===== src/rtl/call_scheduler_pkg.sv =====
// Shared types and defaults for the elevator call scheduler.
// Direction encodings double as the scheduler FSM state.
package call_scheduler_pkg;

    localparam int FLOORS_DEF  = 8;
    localparam int FLOOR_W_DEF = 3;

    typedef enum logic [1:0] {
        DIR_IDLE = 2'b00,
        DIR_UP   = 2'b01,
        DIR_DOWN = 2'b10
    } dir_e;

endpackage


===== src/rtl/call_scheduler_if.sv =====
// Button, car-status and scheduling bundle between the panels,
// the motion/door FSM and the call scheduler.
interface call_scheduler_if
    import call_scheduler_pkg::*;
#(
    parameter int FLOORS  = FLOORS_DEF,
    parameter int FLOOR_W = FLOOR_W_DEF
);

    logic               power;
    logic [FLOORS-1:0]  up_btn;
    logic [FLOORS-1:0]  down_btn;
    logic [FLOORS-1:0]  car_btn;
    logic [FLOOR_W-1:0] cur_floor;
    logic               moving;
    logic               door_evt;

    logic [FLOORS-1:0]  upcall;
    logic [FLOORS-1:0]  downcall;
    logic [FLOORS-1:0]  floor_req;
    logic [1:0]         dir;
    logic               target_valid;
    logic [FLOOR_W-1:0] target_floor;
    logic               stop_here;

    modport master (
        output power, up_btn, down_btn, car_btn,
        output cur_floor, moving, door_evt,
        input  upcall, downcall, floor_req, dir,
        input  target_valid, target_floor, stop_here
    );

    modport slave (
        input  power, up_btn, down_btn, car_btn,
        input  cur_floor, moving, door_evt,
        output upcall, downcall, floor_req, dir,
        output target_valid, target_floor, stop_here
    );

endinterface


===== src/rtl/call_scheduler_floor_scan.sv =====
// Nearest set bit strictly above (up_i=1) or below (up_i=0) an index.
// Purely combinational; scan is bounded to 0..FLOORS-1.
module call_scheduler_floor_scan #(
    parameter int FLOORS  = 8,
    parameter int FLOOR_W = 3
) (
    input  logic [FLOORS-1:0]  vec_i,
    input  logic [FLOOR_W-1:0] idx_i,
    input  logic               up_i,
    output logic               valid_o,
    output logic [FLOOR_W-1:0] idx_o
);

    always_comb begin
        valid_o = 1'b0;
        idx_o   = '0;
        if (up_i) begin
            // descending loop: the last hit is the lowest floor above
            for (int i = FLOORS - 1; i >= 0; i--) begin
                if (vec_i[i] && i > int'(idx_i)) begin
                    valid_o = 1'b1;
                    idx_o   = FLOOR_W'(i);
                end
            end
        end else begin
            for (int i = 0; i < FLOORS; i++) begin
                if (vec_i[i] && i < int'(idx_i)) begin
                    valid_o = 1'b1;
                    idx_o   = FLOOR_W'(i);
                end
            end
        end
    end

endmodule


===== src/rtl/call_scheduler.sv =====
// SCAN-policy call scheduler: latches hall/car requests, clears them
// on door events and picks travel direction and next target floor.
module call_scheduler
    import call_scheduler_pkg::*;
#(
    parameter int FLOORS  = FLOORS_DEF,
    parameter int FLOOR_W = FLOOR_W_DEF
) (
    input  logic            clk,
    input  logic            rst_n,
    call_scheduler_if.slave bus
);

    logic [FLOORS-1:0]  upcall_q, upcall_d;
    logic [FLOORS-1:0]  downcall_q, downcall_d;
    logic [FLOORS-1:0]  floor_req_q, floor_req_d;
    dir_e               dir_q, dir_d;
    logic               tgt_valid_q, tgt_valid_d;
    logic [FLOOR_W-1:0] tgt_floor_q, tgt_floor_d;
    logic               stop_q, stop_d;

    logic [FLOOR_W-1:0] cur;
    logic [FLOORS-1:0]  all_req, above_m, below_m;
    logic [FLOORS-1:0]  up_btn_m, dn_btn_m;
    logic [FLOORS-1:0]  clr_up, clr_dn, clr_fr;
    logic               any_above, any_below, any_here;
    logic               scan_up_v, scan_dn_v;
    logic [FLOOR_W-1:0] scan_up_idx, scan_dn_idx;
    logic               fb_up_v, fb_dn_v, low_v;
    logic [FLOOR_W-1:0] fb_up_idx, fb_dn_idx, low_idx;

    always_comb begin
        cur = bus.cur_floor;
        if (int'(bus.cur_floor) >= FLOORS) cur = FLOOR_W'(FLOORS - 1);
    end

    always_comb begin
        all_req = upcall_q | downcall_q | floor_req_q;
        for (int i = 0; i < FLOORS; i++) begin
            above_m[i] = (i > int'(cur));
            below_m[i] = (i < int'(cur));
        end
        any_above = |(all_req & above_m);
        any_below = |(all_req & below_m);
        any_here  = all_req[cur];
    end

    call_scheduler_floor_scan #(
        .FLOORS  (FLOORS),
        .FLOOR_W (FLOOR_W)
    ) u_scan_up (
        .vec_i   (floor_req_q | upcall_q),
        .idx_i   (cur),
        .up_i    (1'b1),
        .valid_o (scan_up_v),
        .idx_o   (scan_up_idx)
    );

    call_scheduler_floor_scan #(
        .FLOORS  (FLOORS),
        .FLOOR_W (FLOOR_W)
    ) u_scan_dn (
        .vec_i   (floor_req_q | downcall_q),
        .idx_i   (cur),
        .up_i    (1'b0),
        .valid_o (scan_dn_v),
        .idx_o   (scan_dn_idx)
    );

    // Fallbacks: farthest opposite-direction call, and lowest pending
    always_comb begin
        fb_up_v   = 1'b0;
        fb_up_idx = '0;
        fb_dn_v   = 1'b0;
        fb_dn_idx = '0;
        low_v     = 1'b0;
        low_idx   = '0;
        for (int i = 0; i < FLOORS; i++) begin
            if (downcall_q[i] && above_m[i]) begin
                fb_up_v   = 1'b1;
                fb_up_idx = FLOOR_W'(i);
            end
        end
        for (int i = FLOORS - 1; i >= 0; i--) begin
            if (upcall_q[i] && below_m[i]) begin
                fb_dn_v   = 1'b1;
                fb_dn_idx = FLOOR_W'(i);
            end
            if (all_req[i]) begin
                low_v   = 1'b1;
                low_idx = FLOOR_W'(i);
            end
        end
    end

    always_comb begin
        up_btn_m           = bus.up_btn;
        up_btn_m[FLOORS-1] = 1'b0;
        dn_btn_m           = bus.down_btn;
        dn_btn_m[0]        = 1'b0;
        clr_up             = '0;
        clr_dn             = '0;
        clr_fr             = '0;
        if (bus.door_evt) begin
            clr_fr[cur] = 1'b1;
            unique case (dir_q)
                DIR_UP: begin
                    clr_up[cur] = 1'b1;
                    clr_dn[cur] = !any_above;
                end
                DIR_DOWN: begin
                    clr_dn[cur] = 1'b1;
                    clr_up[cur] = !any_below;
                end
                default: begin
                    clr_up[cur] = 1'b1;
                    clr_dn[cur] = 1'b1;
                end
            endcase
        end
        upcall_d    = (upcall_q | up_btn_m) & ~clr_up;
        downcall_d  = (downcall_q | dn_btn_m) & ~clr_dn;
        floor_req_d = (floor_req_q | bus.car_btn) & ~clr_fr;
    end

    always_comb begin
        dir_d = dir_q;
        if (!bus.moving) begin
            unique case (dir_q)
                DIR_IDLE: begin
                    if (any_here)       dir_d = DIR_IDLE;
                    else if (any_above) dir_d = DIR_UP;
                    else if (any_below) dir_d = DIR_DOWN;
                end
                DIR_UP: begin
                    if (any_above)      dir_d = DIR_UP;
                    else if (any_below) dir_d = DIR_DOWN;
                    else                dir_d = DIR_IDLE;
                end
                DIR_DOWN: begin
                    if (any_below)      dir_d = DIR_DOWN;
                    else if (any_above) dir_d = DIR_UP;
                    else                dir_d = DIR_IDLE;
                end
                default: dir_d = DIR_IDLE;
            endcase
        end
    end

    always_comb begin
        tgt_valid_d = 1'b0;
        tgt_floor_d = '0;
        stop_d      = floor_req_q[cur];
        unique case (dir_d)
            DIR_UP: begin
                if (scan_up_v) begin
                    tgt_valid_d = 1'b1;
                    tgt_floor_d = scan_up_idx;
                end else if (fb_up_v) begin
                    tgt_valid_d = 1'b1;
                    tgt_floor_d = fb_up_idx;
                end
                stop_d = stop_d | upcall_q[cur] |
                         (!any_above && downcall_q[cur]);
            end
            DIR_DOWN: begin
                if (scan_dn_v) begin
                    tgt_valid_d = 1'b1;
                    tgt_floor_d = scan_dn_idx;
                end else if (fb_dn_v) begin
                    tgt_valid_d = 1'b1;
                    tgt_floor_d = fb_dn_idx;
                end
                stop_d = stop_d | downcall_q[cur] |
                         (!any_below && upcall_q[cur]);
            end
            default: begin
                tgt_valid_d = low_v;
                tgt_floor_d = low_idx;
                stop_d = stop_d | upcall_q[cur] | downcall_q[cur];
            end
        endcase
    end

    always_ff @(posedge clk) begin
        if (!rst_n || !bus.power) begin
            upcall_q    <= '0;
            downcall_q  <= '0;
            floor_req_q <= '0;
            dir_q       <= DIR_IDLE;
            tgt_valid_q <= 1'b0;
            tgt_floor_q <= '0;
            stop_q      <= 1'b0;
        end else begin
            upcall_q    <= upcall_d;
            downcall_q  <= downcall_d;
            floor_req_q <= floor_req_d;
            dir_q       <= dir_d;
            tgt_valid_q <= tgt_valid_d;
            tgt_floor_q <= tgt_floor_d;
            stop_q      <= stop_d;
        end
    end

    assign bus.upcall       = upcall_q;
    assign bus.downcall     = downcall_q;
    assign bus.floor_req    = floor_req_q;
    assign bus.dir          = dir_q;
    assign bus.target_valid = tgt_valid_q;
    assign bus.target_floor = tgt_floor_q;
    assign bus.stop_here    = stop_q;

endmodule


===== src/flat_wrapper.sv =====
// flat-port wrapper written by rule: the top's interface ports become plain ports
module call_scheduler_flat import call_scheduler_pkg::*;
#(
    parameter int FLOORS  = FLOORS_DEF,
    parameter int FLOOR_W = FLOOR_W_DEF
)
  (clk, rst_n, bus_power, bus_up_btn, bus_down_btn, bus_car_btn, bus_cur_floor, bus_moving, bus_door_evt, bus_upcall, bus_downcall, bus_floor_req, bus_dir, bus_target_valid, bus_target_floor, bus_stop_here);
  call_scheduler_if #(.FLOORS(FLOORS), .FLOOR_W(FLOOR_W)) bus_i ();
  input  logic clk;
  input  logic rst_n;
  input wire logic [$bits(bus_i.power)-1:0] bus_power;
  input wire logic [$bits(bus_i.up_btn)-1:0] bus_up_btn;
  input wire logic [$bits(bus_i.down_btn)-1:0] bus_down_btn;
  input wire logic [$bits(bus_i.car_btn)-1:0] bus_car_btn;
  input wire logic [$bits(bus_i.cur_floor)-1:0] bus_cur_floor;
  input wire logic [$bits(bus_i.moving)-1:0] bus_moving;
  input wire logic [$bits(bus_i.door_evt)-1:0] bus_door_evt;
  output wire logic [$bits(bus_i.upcall)-1:0] bus_upcall;
  output wire logic [$bits(bus_i.downcall)-1:0] bus_downcall;
  output wire logic [$bits(bus_i.floor_req)-1:0] bus_floor_req;
  output wire logic [$bits(bus_i.dir)-1:0] bus_dir;
  output wire logic [$bits(bus_i.target_valid)-1:0] bus_target_valid;
  output wire logic [$bits(bus_i.target_floor)-1:0] bus_target_floor;
  output wire logic [$bits(bus_i.stop_here)-1:0] bus_stop_here;
  assign bus_i.power = bus_power;
  assign bus_i.up_btn = bus_up_btn;
  assign bus_i.down_btn = bus_down_btn;
  assign bus_i.car_btn = bus_car_btn;
  assign bus_i.cur_floor = bus_cur_floor;
  assign bus_i.moving = bus_moving;
  assign bus_i.door_evt = bus_door_evt;
  assign bus_upcall = bus_i.upcall;
  assign bus_downcall = bus_i.downcall;
  assign bus_floor_req = bus_i.floor_req;
  assign bus_dir = bus_i.dir;
  assign bus_target_valid = bus_i.target_valid;
  assign bus_target_floor = bus_i.target_floor;
  assign bus_stop_here = bus_i.stop_here;
  call_scheduler #(.FLOORS(FLOORS), .FLOOR_W(FLOOR_W)) u_core (.clk(clk), .rst_n(rst_n), .bus(bus_i));
endmodule

===== config.mk =====
export PLATFORM = sky130hd
export DESIGN_NAME = call_scheduler_flat
export DESIGN_NICKNAME = d
export VERILOG_FILES = /design/src/rtl/call_scheduler_pkg.sv /design/src/rtl/call_scheduler_if.sv /design/src/rtl/call_scheduler_floor_scan.sv /design/src/rtl/call_scheduler.sv /design/src/flat_wrapper.sv
export SDC_FILE = /design/constraint.sdc
export NUM_CORES = 1
export LEC_CHECK = 0
export ABC_AREA = 0
export CORE_ASPECT_RATIO = 2
export CORE_MARGIN = 2
export CORE_UTILIZATION = 48
export DETAILED_ROUTE_END_ITERATION = 12
export PLACE_DENSITY = 0.81
export SLEW_MARGIN = 40
export SYNTH_ARGS = -nofsm -noshare
export SYNTH_HDL_FRONTEND = slang
export SYNTH_SLANG_ARGS = --single-unit

===== constraint.sdc =====
create_clock -name clk -period 3.35 [get_ports clk]
set_input_delay 0.335 -clock clk [delete_from_list [all_inputs] [get_ports clk]]
set_output_delay 0.335 -clock clk [all_outputs]
set_load 0.1 [all_outputs]

### Routed metal, one color a layer

Scale bar: 20 um.
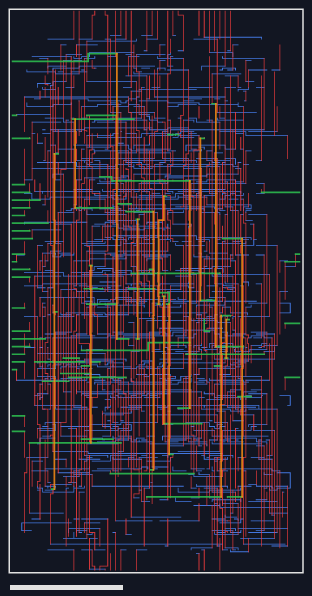
layer	color	wire length
metal 4	orange	488 um
metal 3	green	334 um
metal 2	red	4180 um
metal 1	blue	2950 um
final wirelength: 7.95 mm
GRT Util Overall: 32.8%
Vias: 2645
routed len/inst: 18.5 um

### Clock nets

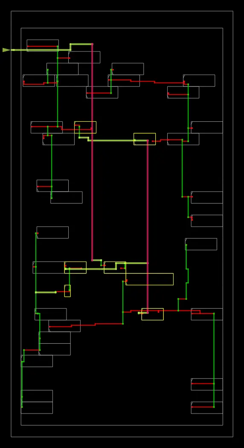
Sink Count: 31
worst clock skew: 0.00871 ns
Num CTS Buffers: 5
Late-Pin Clk Latency: 0.29 ns

==> results.cfg <==
; physical design summary
[outcome]
status = finished clean

[yosys]
netlist_instances = 277
synth-edff-count = 0
postSynthAreaPerCell_um2 = 7.85
synth_adder_area_share_pct = 1.15

[cells_and_area]
final_common_cell = buf_4
lay_top_cells = buf_4, nor2_1, buf_2, dfxtp_1

[floorplan]
die_h_um = 99.2
ioPinCount = 63
row_count = 34

[timing]
finalHoldViolations = 0
tns_ns = 0
hold_ws_ns = 0.491
period_used_pct = 94.4
slew_headroom_pct = 66.4
max_freq_ghz = 0.316
finalMaxSlewViolations = 0

[worst_setup_path]
worst-path-buf-inv = 3
endpoint = u_core.bus.target_floor[1]$_SDFF_PP0_
worst_ep_required_time_ns = 3.59

[grt]
grt_pass1_wl_mm = 12.5
met2_usage_pct = 55.4
grt-busiest-layer = met2

[detailed_routing]
wl_met1_mm = 2.95
ant_nets = 0
drc = 0

[placement]
gp_congestion = 1.02
post-dp-hpwl_mm = 6.20
placed_area_mm2 = 0.00297
pre_cts_ws_ns = -0.0888

[power_and_ir_drop]
p_leak_nw = 1.34
swShare_pct = 38.9
p_clk_mw = 0.365

[job]
max-cap-violations = 0
-- repair_timing --
action	4_1_cts	5_1_grt
endpoints found under the setup margin	0	1
hold buffers	0	0
resized	0	1
-- cell type report --
| class | instances | area [um^2] | area share (%) |
|---|---|---|---|
| repair buffers | 104 | 813 | 26.5 |
| inverters | 11 | 41.3 | 1.35 |
| well taps | 54 | 67.6 | 2.20 |
| multi-input cells | 222 | 1420 | 46.4 |
| clock buffers | 6 | 72.6 | 2.36 |
| flip-flops and latches | 31 | 621 | 20.2 |
| clock inverters | 1 | 30.0 | 0.978 |
-- flip-flops by register name (all words and copies together), names as in the netlist --
signal / flops
u_core.bus.stop_here: 1
u_core.bus.floor_req: 8
u_core.bus.upcall: 8
u_core.bus.downcall: 8
u_core.bus.target_floor: 3
u_core.bus.target_valid: 1
u_core.bus.dir: 2
